==> src/rtl/spr_fifo_ctrl_pkg.sv <==
// Shared constants and types for the single-port-RAM FIFO controller.
// Depth, widths and the per-cycle RAM activity encoding live here.
package spr_fifo_ctrl_pkg;

  localparam int RAM_DEPTH = 16;
  localparam int DATA_W    = 4;
  localparam int CNT_W     = 5;
  localparam int AW        = 4;

  localparam logic [CNT_W-1:0] MEM_EMPTY = 5'd0;
  localparam logic [CNT_W-1:0] MEM_FULL  = 5'd16;
  localparam logic [CNT_W-1:0] CNT_ONE   = 5'd1;
  localparam logic [AW-1:0]    PTR_ONE   = 4'd1;

  // What the shared RAM port is doing this cycle
  typedef enum logic [1:0] {
    CYC_IDLE = 2'd0,
    CYC_RD   = 2'd1,
    CYC_WR   = 2'd2,
    CYC_BYP  = 2'd3
  } cyc_e;

  function automatic logic [AW-1:0] ptr_inc(input logic [AW-1:0] ptr);
    return ptr + PTR_ONE;
  endfunction

endpackage

==> src/rtl/spr_fifo_ctrl.sv <==
// FIFO controller over an external 16x4 single-port LUT RAM with a one-entry
// output stage; holds up to 17 nibbles, reads win the shared port over writes.
module spr_fifo_ctrl
  import spr_fifo_ctrl_pkg::*;
#(
  parameter logic [DATA_W-1:0] POP_DATA_RST = 4'h0
) (
  input  logic              CK,
  input  logic              RST,
  input  logic              PUSH_VALID,
  input  logic [DATA_W-1:0] PUSH_DATA,
  output logic              PUSH_READY,
  output logic              POP_VALID,
  output logic [DATA_W-1:0] POP_DATA,
  input  logic              POP_READY,
  output logic [CNT_W-1:0]  COUNT,
  output logic [AW-1:0]     RAM_AD,
  output logic [DATA_W-1:0] RAM_DI,
  output logic              RAM_WRE,
  input  logic [DATA_W-1:0] RAM_DO
);

  logic [AW-1:0]     wptr_r;
  logic [AW-1:0]     rptr_r;
  logic [CNT_W-1:0]  mem_cnt_r;
  logic              stage_v_r;
  logic [DATA_W-1:0] stage_d_r;

  logic              pop_fire_s;
  logic              push_fire_s;
  logic              stage_free_s;
  logic              rd_cyc_s;
  logic              push_ready_s;
  cyc_e              cyc_s;

  // Handshake qualifiers and classification of this cycle's RAM activity
  always_comb begin
    pop_fire_s   = stage_v_r & POP_READY;
    stage_free_s = ~stage_v_r | pop_fire_s;
    rd_cyc_s     = stage_free_s & (mem_cnt_r != MEM_EMPTY);
    push_ready_s = ~RST & ~rd_cyc_s & (mem_cnt_r != MEM_FULL);
    push_fire_s  = PUSH_VALID & push_ready_s;
    if (rd_cyc_s) begin
      cyc_s = CYC_RD;
    end else if (push_fire_s & stage_free_s & (mem_cnt_r == MEM_EMPTY)) begin
      cyc_s = CYC_BYP;
    end else if (push_fire_s) begin
      cyc_s = CYC_WR;
    end else begin
      cyc_s = CYC_IDLE;
    end
  end

  // Shared RAM port: write pointer only on a write, read pointer otherwise
  always_comb begin
    RAM_DI  = PUSH_DATA;
    RAM_AD  = rptr_r;
    RAM_WRE = 1'b0;
    case (cyc_s)
      CYC_WR: begin
        RAM_AD  = wptr_r;
        RAM_WRE = ~RST;
      end
      CYC_RD:   RAM_AD = rptr_r;
      CYC_BYP:  RAM_AD = rptr_r;
      CYC_IDLE: RAM_AD = rptr_r;
      default:  RAM_AD = rptr_r;
    endcase
  end

  // Pointer, occupancy and output-stage state
  always_ff @(posedge CK) begin
    if (RST) begin
      wptr_r    <= 4'd0;
      rptr_r    <= 4'd0;
      mem_cnt_r <= 5'd0;
      stage_v_r <= 1'b0;
      stage_d_r <= POP_DATA_RST;
    end else begin
      case (cyc_s)
        CYC_RD: begin
          rptr_r    <= ptr_inc(rptr_r);
          mem_cnt_r <= mem_cnt_r - CNT_ONE;
          stage_d_r <= RAM_DO;
          stage_v_r <= 1'b1;
        end
        CYC_BYP: begin
          stage_d_r <= PUSH_DATA;
          stage_v_r <= 1'b1;
        end
        CYC_WR: begin
          wptr_r    <= ptr_inc(wptr_r);
          mem_cnt_r <= mem_cnt_r + CNT_ONE;
          stage_v_r <= stage_v_r & ~pop_fire_s;
        end
        default: begin
          stage_v_r <= stage_v_r & ~pop_fire_s;
        end
      endcase
    end
  end

  assign PUSH_READY = push_ready_s;
  assign POP_VALID  = stage_v_r;
  assign POP_DATA   = stage_d_r;
  assign COUNT      = mem_cnt_r + {4'd0, stage_v_r};

endmodule

==> config.mk <==
export PLATFORM = sky130hd
export DESIGN_NAME = spr_fifo_ctrl
export DESIGN_NICKNAME = d
export VERILOG_FILES = /design/src/rtl/spr_fifo_ctrl_pkg.sv /design/src/rtl/spr_fifo_ctrl.sv
export SDC_FILE = /design/constraint.sdc
export NUM_CORES = 1
export LEC_CHECK = 0
export CELL_PAD_IN_SITES_DETAIL_PLACEMENT = 1
export CELL_PAD_IN_SITES_GLOBAL_PLACEMENT = 2
export CORE_ASPECT_RATIO = 1.25
export CORE_MARGIN = 2
export CORE_UTILIZATION = 30
export DETAILED_ROUTE_END_ITERATION = 16
export PLACE_DENSITY_LB_ADDON = 0.1
export SYNTH_ARGS = -nofsm -noshare
export SYNTH_HDL_FRONTEND = slang
export SYNTH_SLANG_ARGS = --single-unit
==> constraint.sdc <==
create_clock -name CK -period 4.6 [get_ports CK]
set_input_delay 0.46 -clock CK [delete_from_list [all_inputs] [get_ports CK]]
set_output_delay 0.46 -clock CK [all_outputs]
set_load 0.01 [all_outputs]
==> run_1/metal_stack.png <==
Only two layers are drawn.
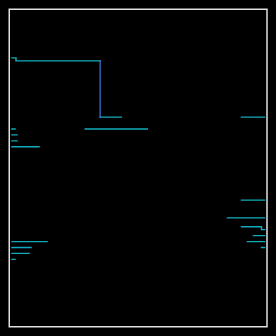
| colour | layer | wire length |
|---|---|---|
| cyan | met3 | 98.4 um |
| blue | met4 | 12.9 um |

==> run_1/met2.png <==
Scale bar: 20 um. Cells faint in the background.
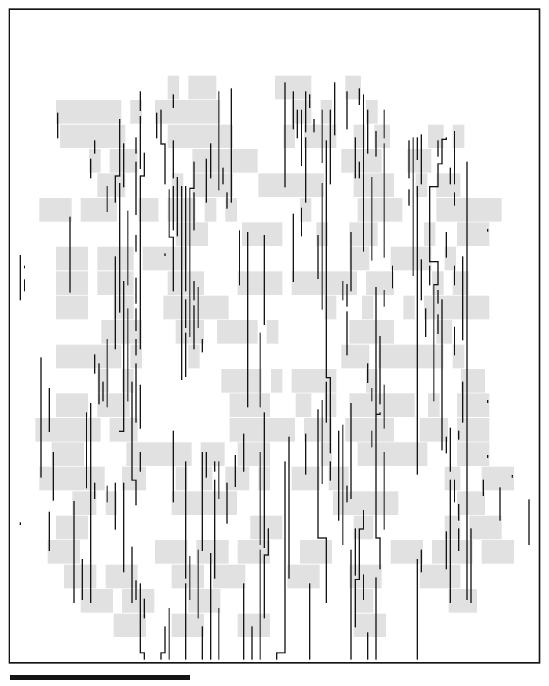
wire length on this layer: 1370 um
main direction: vertical
nets with wire on the layer: 152

==> impl_metrics.csv, run 1 <==
group,metric,value,unit
placement,pre_cts_ws,0.992,ns
placement,dpl.hpwl,2010,um
final_timing,finClkSkew,0.00569,ns
final_layout,layout_top_cell,"clkdlybuf4s50_1",
final_layout,ff_count,18,
setup_path,ff2ff_setup_slack,1.45,ns
route,post_drt_wl_per_cell,13.4,um
final_layout,clkbuf_count,4,
final_timing,rsz0062_at_grt,"no",
hold_path,hp-start,"POP_DATA[2]$_SDFFE_PP0P_",
route,ant_nets,0,
final_layout,fillCellCount,423,
floorplanning,num_tap_cells,39,
synth,top_cells_by_area,"dfxtp_1 (32%), ha_1 (12%), nor2_1 (9.0%)",
synth,logic_family,"simple AND/OR/NAND/NOR gates",
clock_network,root_buffer,"clkbuf_8",
setup_path,end_kind,"primary output",
final_layout,bufAreaShareNonClock,21.2,%
final_timing,hold_violations,0,
power_and_ir_drop,power.share.clock,16.4,%
synth,top_cell,"nor2_1",
clock_network,htree_levels,1,
power_and_ir_drop,p_int,0.000504,W
global_routing,antenna_found_initial,0,
final_layout,nets,176,
clock_network,ctsLongestPathBuffers,2,
synth,yosys-stat-area,1130,um^2
setup_path,crit_path_end,"RAM_WRE",
final_layout,comb_area,698,um^2
floorplanning,fp.coreArea,3540,um^2
clock_network,cts-buffers-inserted,3,
synth,syn-num-nets,148,
route,dr.pass1.iters,9,
global_routing,grt_start_max_net_pins,25,
synth,top_area_share,32.0,%
route,drt_iter0_markers,22,
final_timing,period_used_share,73.9,%
clock_network,clkTransAtPathRegs,0.07,ns
final_layout,comb_cells,92,
setup_path,arrival,2.94,ns
synth,syn_avg_cell_area,9.09,um^2
setup_path,critPathKind,"primary input to primary output",
final_timing,finalSetupViolations,0,
final_layout,drive_gt1_share,11.3,%
synth,ys.flops,18,
setup_path,critPathSlowestCell,"clkdlybuf4s50_1",
final_layout,final_cell_mix,"clkdlybuf4s50_1 (31), nor2_1 (27), dfxtp_1 (18)",
final_layout,nonClockBufferCount,32,
final_layout,inv_count,5,
final_layout,final_core_utilization,42.3,%
clock_network,clk_latency,0.26,ns
final_timing,whs,0.508,ns
global_routing,use_met2,24.6,%
global_routing,grt_first_pass_wirelength,4580,um
setup_path,rr_worst_depth,11,
synth,edf_count,0,
synth,ys_cells,124,
power_and_ir_drop,netSwitchingFraction,37.6,%
job,warning_count,29,
placement,dpl-instance-area,1440,um^2
status,outcome,"finished, violations left",
final_layout,largest_class,"combinational gates",
route,viasPerCell,4.89,
hold_path,min_path_type,"flop to flop",
final_timing,relSlewSlack,75.3,%
final_timing,max_freq,294,MHz
route,vias,929,
job,maxCapViolations,0,
placement,dp_cells,186,
placement,io_buffers,31,
synth,syn_inst,124,
power_and_ir_drop,powerDensity,539,nW/um^2
final_timing,tns,0,ns
hold_path,whs_path_depth,2,
final_layout,diodes,0,
status,violations,"design-rule violations",
final_timing,finalMaxSlewViolations,0,
power_and_ir_drop,p_leak,0.621,nW
power_and_ir_drop,clk-power,0.000133,W
synth,synth.cellmix.compoundShare,7.66,%
final_layout,comb-cell-share,46.6,%
global_routing,grt_use_met1,16.8,%
route,top_layer,"met4",
final_layout,clk_share,3.67,%
floorplanning,die_h,72.5,um
floorplanning,die_x,58.8,um
floorplanning,die-area,4270,um^2
synth,yosys.area.top_type,"dfxtp_1",
power_and_ir_drop,seq_power,0.000245,W
power_and_ir_drop,comb_power,0.000430,W
final_layout,regMostFlops,"mem_cnt_r",
global_routing,grt_overflow,0,
route,drc,1,
final_layout,fin_cells,190,
global_routing,use_met3,3.39,%
final_layout,seq_area,360,um^2
setup_path,crit_path_cell_trace,"clkdlybuf4s50_1 -> buf_4 -> and2b_2 -> nor2_1 -> a21oi_1 -> inv_1 -> ha_1 -> inv_1 -> nor2_1 -> clkdlybuf4s50_1",
power_and_ir_drop,pwr-share-comb,53.2,%
==> run_1/drive_strength.png <==
Scale bar: 20 um.
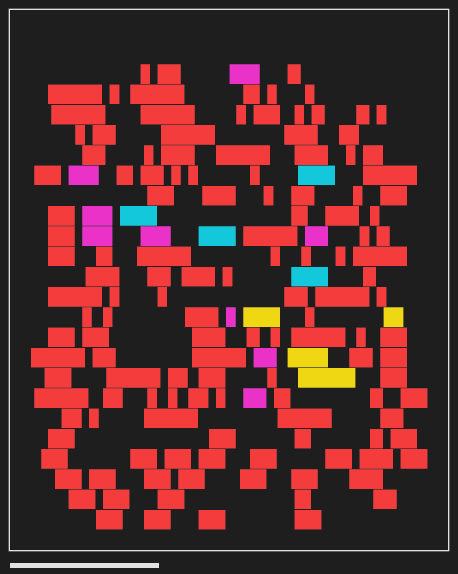
| colour | size | cells | share |
|---|---|---|---|
| red | drive 1 or less | 134 | 89% |
| cyan | drive 6 and up | 4 | 2.6% |
| yellow | drive 3 to 4 | 4 | 2.6% |
| magenta | drive 2 | 9 | 6.0% |
setup ws final: 1.20 ns
final instance area: 1500 um^2
area delta synth->final: 33.0%

==> run_1/met1.png <==
Scale bar: 20 um. Supply wires on this layer in grey. Cells faint in the background.
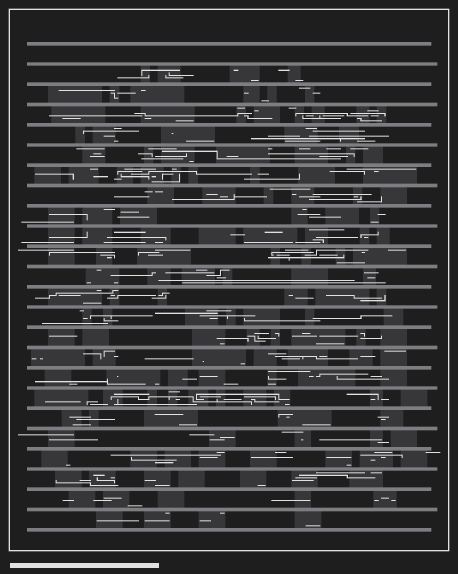
longest straight run: 27.1 um
main direction: horizontal

## run 1: worst max-delay path, delay by kind of cell
| family | cells | cell delay (ns) |
|---|---|---|
| adders and majority gates | 1 | 0.33 |
| buffers and inverters | 5 | 1.55 |
| and+or+nand+nor | 3 | 0.50 |
| AOI/OAI and AO/OA | 1 | 0.11 |
## run 1: kinds of logic (layout without fill, tap and decap cells)
logic type | count (synthesis) | in the layout
AND-OR/OR-AND | 13 | 13
XOR/XNOR | 11 | 11
adder cells (fa/ha/maj) | 12 | 12
buffers and inverters | 14 | 41
flip-flops | 18 | 18
multiplexers | 13 | 13
AND/OR/NAND/NOR | 43 | 43
--- run 2 (diff from run 1) ---
CORE_UTILIZATION = 27   (was 30)
clock period = 3.4 ns   (was 4.6 ns; I/O delays follow)
==> run_2/drive_strength.png <==
Scale bar: 20 um.
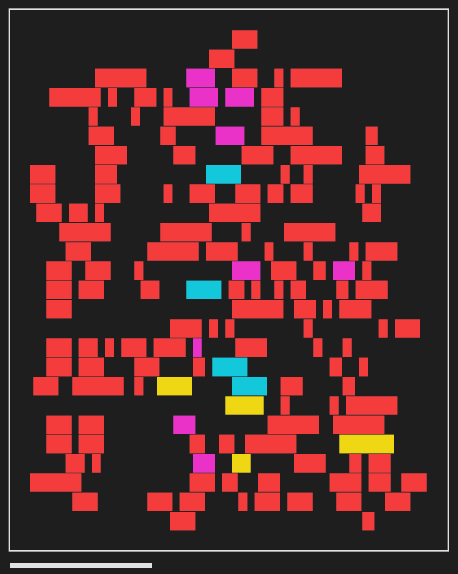
| colour | size | cells | share |
|---|---|---|---|
| red | drive 1 or less | 134 | 89% |
| magenta | drive 2 | 9 | 6.0% |
| yellow | drive 3 to 4 | 4 | 2.6% |
| cyan | drive 6 and up | 4 | 2.6% |
Buffers, non-clock: 32
final instance area: 1520 um^2
setup ws final: 0.260 ns

==> impl_metrics.csv, run 2 <==
group,metric,value,unit
hold_path,hp-start,"POP_DATA[0]$_SDFFE_PP0P_",
power_and_ir_drop,clk-power,0.000179,W
synth,ys_cells,124,
final_layout,clkbuf_count,4,
setup_path,cp_num_buf_inv,3,
setup_path,crit_family,"buffers and inverters",
synth,logic_family,"simple AND/OR/NAND/NOR gates",
synth,top_cells_by_area,"dfxtp_1 (32%), ha_1 (12%), nor2_1 (9.0%)",
floorplanning,fp-utilization,27.9,%
floorplanning,io_pins,32,
power_and_ir_drop,power.share.clock,16.4,%
final_timing,finClkSkew,0.00215,ns
final_layout,nets,176,
power_and_ir_drop,p_leak,0.621,nW
final_layout,layout_top_cell,"clkdlybuf4s50_1",
global_routing,grt_pass1_vias,916,
synth,syn_avg_cell_area,9.09,um^2
final_timing,max_freq,318,MHz
global_routing,antenna_found_initial,0,
setup_path,regToRegEndpoint,"mem_cnt_r[4]$_SDFFE_PP0P_",
setup_path,crit_path_cell_trace,"nor4_4 -> mux2_4 -> nand2b_4 -> inv_2 -> ha_1 -> inv_1 -> nor2_1 -> clkdlybuf4s50_1",
final_layout,largest_class,"combinational gates",
power_and_ir_drop,powerDensity,718,nW/um^2
final_layout,ff_count,18,
global_routing,grt_start_max_net_pins,24,
clock_network,clkTransAtPathRegs,0.07,ns
synth,yosys.stat.seqShare,32.0,%
global_routing,grt_usage,11.6,%
clock_network,root_buffer,"clkbuf_8",
power_and_ir_drop,comb_power,0.000582,W
placement,io_buffers,31,
floorplanning,die_x,61.8,um
hold_path,whs_path_depth,2,
synth,synth_cell_types,30,
setup_path,crit_path_end,"RAM_WRE",
power_and_ir_drop,power,0.00109,W
final_layout,inv_count,5,
route,viasPerCell,4.44,
hold_path,whs_endpoint,"POP_DATA[0]$_SDFFE_PP0P_",
power_and_ir_drop,netSwitchingFraction,37.6,%
clock_network,cts_hold_buf,0,
final_layout,fin_cells,207,
route,drt_iter0_markers,14,
route,vias,919,
synth,ys.flops,18,
route,routed_wirelength,2530,um
clock_network,cts-buffers-inserted,3,
setup_path,rr_startpoint,"mem_cnt_r[0]$_SDFFE_PP0P_",
synth,top_area_share,32.0,%
final_layout,seq_area,360,um^2
status,outcome,"completed",
clock_network,cts_tree,"yes",
power_and_ir_drop,seq_power,0.000331,W
placement,dpl-instance-area,1470,um^2
synth,top_cell,"nor2_1",
global_routing,grt_overflow,0,
setup_path,cp.depth,8,
final_timing,rsz0062_at_grt,"no",
final_layout,largest_register_ffs,5,
final_timing,fin_crit,3.14,ns
synth,synthesis.area,1130,um^2
setup_path,critPathSlowestCell,"clkdlybuf4s50_1",
synth,ys_top_cells_by_count,"nor2_1 (27), dfxtp_1 (18), ha_1 (11)",
final_timing,hold_violations,0,
route,drc,0,
final_layout,fillCellCount,495,
floorplanning,die_h,76.2,um
synth,syn_inst,124,
final_layout,final_cell_mix,"clkdlybuf4s50_1 (31), nor2_1 (27), dfxtp_1 (18)",
clock_network,cts_resized,0,
clock_network,postCtsSetupRepairBufs,0,
setup_path,critPathRequiredTime,3.06,ns
final_layout,seq-cell-share,23.7,%
synth,synth.cellmix.compoundShare,7.66,%
synth,synth_warnings,0,
setup_path,arrival,2.80,ns
synth,edf_count,0,
floorplanning,fp.coreArea,4030,um^2
final_timing,finalSetupViolations,0,
final_timing,relSlewSlack,74.5,%
route,post_drt_wl_per_cell,12.2,um
job,warning_count,29,
power_and_ir_drop,power_leader,"combinational cells",
setup_path,end_kind,"primary output",
synth,yosys-stat-area,1130,um^2
synth,mux_share,12.5,%
final_timing,finalMaxSlewViolations,0,
synth,ys.flop_type,"dfxtp_1",
hold_path,min_path_type,"flop to flop",
setup_path,rr_worst_depth,11,
clock_network,ctsLongestPathBuffers,2,
setup_path,crit_start,"mem_cnt_r[0]$_SDFFE_PP0P_",
clock_network,clk_latency,0.25,ns
synth,yosys.area_share.adder,14.0,%
placement,dpl.hpwl,2010,um
setup_path,critPathKind,"flop to primary output",
final_layout,regMostFlops,"mem_cnt_r",
setup_path,crit_path_start_kind,"flop",
final_timing,tightest_slew,0.379,ns
power_and_ir_drop,ir_drop,201,uV
final_layout,comb_cells,92,
job,maxCapViolations,0,
setup_path,path_max_fanout,7,
setup_path,cpPeakStageDelay,0.53,ns
route,ant_nets,0,
power_and_ir_drop,pwr-share-comb,53.3,%
power_and_ir_drop,power_frac_seq,30.3,%
final_layout,drive_gt1_share,11.3,%
synth,yosys.area.top_type,"dfxtp_1",
synth,async_flop_share,0,%
final_layout,diodes,0,
placement,dp_cells,203,
final_layout,comb-cell-share,45.9,%
final_timing,tns,0,ns
final_timing,period_used_share,92.4,%
setup_path,ff2ff_setup_slack,0.27,ns
route,dr.pass1.iters,2,
final_layout,syn2layout_area_growth,34.9,%
floorplanning,row_count,26,
clock_network,htree_levels,1,
final_layout,clk_share,3.62,%
clock_network,clkSinkCount,18,
synth,simple_gate_area_share,19.2,%
synth,syn-num-nets,148,
floorplanning,num_tap_cells,56,
power_and_ir_drop,p_int,0.000681,W
power_and_ir_drop,switching_power,0.000411,W
final_layout,bufAreaShareNonClock,20.9,%
final_layout,comb_area,698,um^2
synth,ys_sh_xor,8.55,%
floorplanning,die-area,4710,um^2
global_routing,grt_first_pass_wirelength,4150,um
placement,place.gp.congestion,0.717,
## run 2: cell counts after synthesis
No cell type changed its count.
## run 2: layer usage
| layer | GRT usage (%) | part of all wire, % | vias to the layer above |
|---|---|---|---|
| met3 | 3.23 | 5.6 | 4 |
| met1 | 13.1 | 43 | 425 |
| met4 | 5.11 | 1.2 | 0 |
| met5 | 0 | 0 | - |
| met2 | 19.5 | 50 | 22 |
| li1 | - | - | 468 |
## run 2: through the flow
stage / utilization [%] / setup WS [ns] / hold slack, ns
5_1_grt: 37.7 / 0.0845 / 0.525
6_report: 37.7 / 0.260 / 0.504
2_1_floorplan: - / 0.561 / 0.474
3_5_place_dp: 36.3 / 0.206 / 0.496
3_3_place_gp: 36.3 / 0.269 / 0.490
4_1_cts: 37.7 / 0.220 / 0.506
--- run 3 (diff from run 2) ---
TNS_END_PERCENT = 100   (was default)
==> run_3/zoom.png <==
Scale bar: 10 um. Region (11, 3) to (51, 43) um. Cells in grey, sequential cells in the stronger grey; small squares are vias.
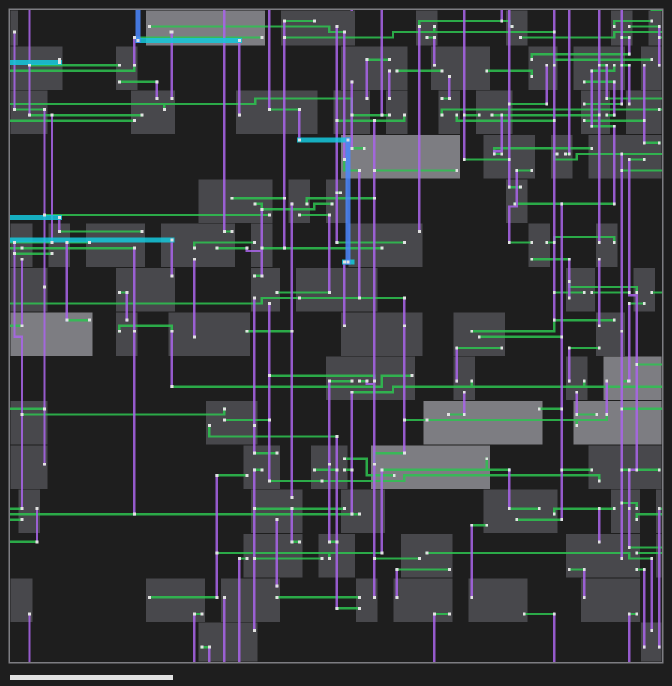
| colour | layer |
|---|---|
| blue | met4 |
| green | met1 |
| cyan | met3 |
| purple | met2 |
netlist names of flops here include: mem_cnt_r (3), POP_DATA (2)
most frequent: nor2_1 (16), clkdlybuf4s50_1 (11), ha_1 (7)
sequential cells in the window: 6
cells with their middle in the window: 77

==> impl_metrics.csv, run 3 <==
group,metric,value,unit
status,outcome,"completed",
route,drt_iter0_markers,14,
setup_path,rr_startpoint,"mem_cnt_r[0]$_SDFFE_PP0P_",
final_layout,regMostFlops,"mem_cnt_r",
synth,syn_avg_cell_area,9.09,um^2
synth,ys.flops,18,
setup_path,critPathSlowestCell,"clkdlybuf4s50_1",
final_timing,tightest_slew,0.379,ns
route,met1_length,1080,um
floorplanning,die_h,76.2,um
final_timing,hold_violations,0,
clock_network,cts-buffers-inserted,3,
placement,io_buffers,31,
route,wl_met2,1270,um
synth,yosys.area_share.adder,14.0,%
clock_network,postCtsSetupRepairBufs,0,
setup_path,crit_start,"mem_cnt_r[0]$_SDFFE_PP0P_",
power_and_ir_drop,clk-power,0.000179,W
power_and_ir_drop,pwr-share-comb,53.3,%
floorplanning,row_count,26,
setup_path,critPathKind,"flop to primary output",
setup_path,end_kind,"primary output",
synth,yosys-stat-area,1130,um^2
global_routing,use_met2,19.5,%
route,viasPerCell,4.44,
route,top_layer,"met4",
final_layout,largest_register_ffs,5,
global_routing,grt_first_pass_wirelength,4150,um
clock_network,cts_resized,0,
power_and_ir_drop,power_leader,"combinational cells",
synth,synthesis.area,1130,um^2
global_routing,grt_start_max_net_pins,24,
hold_path,hp-start,"POP_DATA[0]$_SDFFE_PP0P_",
route,routed_wirelength,2530,um
final_layout,layout_top_cell,"clkdlybuf4s50_1",
synth,synth_cell_types,30,
floorplanning,die-area,4710,um^2
synth,ys_cells,124,
final_timing,layout_setup_ws,0.260,ns
synth,ys_top_cells_by_count,"nor2_1 (27), dfxtp_1 (18), ha_1 (11)",
power_and_ir_drop,p_int,0.000681,W
final_timing,tns,0,ns
synth,yosys.area.top_type,"dfxtp_1",
clock_network,ctsLongestPathBuffers,2,
placement,pre_cts_ws,0.206,ns
clock_network,clk_latency,0.25,ns
setup_path,crit_path_cell_trace,"nor4_4 -> mux2_4 -> nand2b_4 -> inv_2 -> ha_1 -> inv_1 -> nor2_1 -> clkdlybuf4s50_1",
setup_path,cpPeakStageDelay,0.53,ns
final_layout,final_core_utilization,37.7,%
floorplanning,io_pins,32,
setup_path,crit_path_start_kind,"flop",
power_and_ir_drop,powerDensity,718,nW/um^2
synth,yosys.stat.seqShare,32.0,%
synth,top_cell,"nor2_1",
final_layout,drive_gt1_share,11.3,%
final_timing,whs,0.504,ns
synth,ys.flop_type,"dfxtp_1",
final_layout,syn2layout_area_growth,34.9,%
route,ant_nets,0,
route,vias,919,
final_layout,nets,176,
final_timing,finalMaxSlewViolations,0,
global_routing,use_met3,3.23,%
floorplanning,fp-utilization,27.9,%
placement,place.gp.congestion,0.717,
setup_path,crit_path_end,"RAM_WRE",
synth,syn-num-nets,148,
final_timing,finClkSkew,0.00215,ns
synth,top_cells_by_area,"dfxtp_1 (32%), ha_1 (12%), nor2_1 (9.0%)",
global_routing,grt_pass1_vias,916,
power_and_ir_drop,power,0.00109,W
final_layout,fillCellCount,495,
clock_network,cts_tree,"yes",
setup_path,critPathRequiredTime,3.06,ns
hold_path,whs_path_depth,2,
power_and_ir_drop,power_frac_seq,30.3,%
power_and_ir_drop,switching_power,0.000411,W
synth,logic_family,"simple AND/OR/NAND/NOR gates",
final_layout,fin_cells,207,
final_timing,finalSetupViolations,0,
setup_path,rr_worst_depth,11,
power_and_ir_drop,netSwitchingFraction,37.6,%
setup_path,path_max_fanout,7,
final_layout,final_cell_mix,"clkdlybuf4s50_1 (31), nor2_1 (27), dfxtp_1 (18)",
synth,ys_sh_xor,8.55,%
final_timing,fin_crit,3.14,ns
final_timing,max_freq,318,MHz
route,post_drt_wl_per_cell,12.2,um
synth,async_flop_share,0,%
clock_network,clkTransAtPathRegs,0.07,ns
route,drc,0,
job,maxCapViolations,0,
global_routing,grt_usage,11.6,%
hold_path,min_path_type,"flop to flop",
clock_network,clkSinkCount,18,
hold_path,whs_endpoint,"POP_DATA[0]$_SDFFE_PP0P_",
final_layout,diodes,0,
final_layout,stdcell_area,1520,um^2
synth,simple_gate_area_share,19.2,%
synth,edf_count,0,
final_timing,relSlewSlack,74.5,%
placement,dpl.hpwl,2010,um
power_and_ir_drop,p_leak,0.621,nW
route,wl_met3,142,um
global_routing,antenna_found_initial,0,
power_and_ir_drop,seq_power,0.000331,W
global_routing,grt_use_met1,13.1,%
synth,top_area_share,32.0,%
synth,synth_warnings,0,
global_routing,grt_overflow,0,
power_and_ir_drop,ir_drop,201,uV
route,dr.pass1.iters,2,
power_and_ir_drop,comb_power,0.000582,W
synth,syn_inst,124,
power_and_ir_drop,power.share.clock,16.4,%
placement,dp_cells,203,
setup_path,regToRegEndpoint,"mem_cnt_r[4]$_SDFFE_PP0P_",
final_timing,period_used_share,92.4,%
job,warning_count,29,
placement,dpl-instance-area,1470,um^2
global_routing,busiest_layer,"met2",
floorplanning,die_x,61.8,um
synth,synth.cellmix.compoundShare,7.66,%
floorplanning,fp.coreArea,4030,um^2
setup_path,ff2ff_setup_slack,0.27,ns
clock_network,htree_levels,1,
synth,mux_share,12.5,%
clock_network,root_buffer,"clkbuf_8",
setup_path,arrival,2.80,ns
clock_network,cts_hold_buf,0,
final_timing,rsz0062_at_grt,"no",
-- run 3: cell families after synthesis --
group,after synthesis
muxes,13
AOI/OAI and AO/OA,13
DFF,18
adders and majority gates,12
buffers and inverters,14
and+or+nand+nor,43
xor gates and xnor gates,11
-- run 3: critical path: cells and delay by family (launching register included) --
kind / cells / cell delay [ns]
adders and majority gates: 1 / 0.31
buffers and inverters: 3 / 0.78
DFF: 1 / 0.39
muxes: 1 / 0.35
and+or+nand+nor: 3 / 0.72
-- run 3: layout make-up --
class | instances | area [um^2] | area share, %
inverters | 5 | 18.8 | 1.23
clock buffers | 4 | 55.1 | 3.62
repair buffers | 32 | 318 | 20.9
multi-input cells | 92 | 698 | 45.9
well taps | 56 | 70.1 | 4.61
flip-flops and latches | 18 | 360 | 23.7
No activity file was given, so power comes from the tool's default toggle rates.
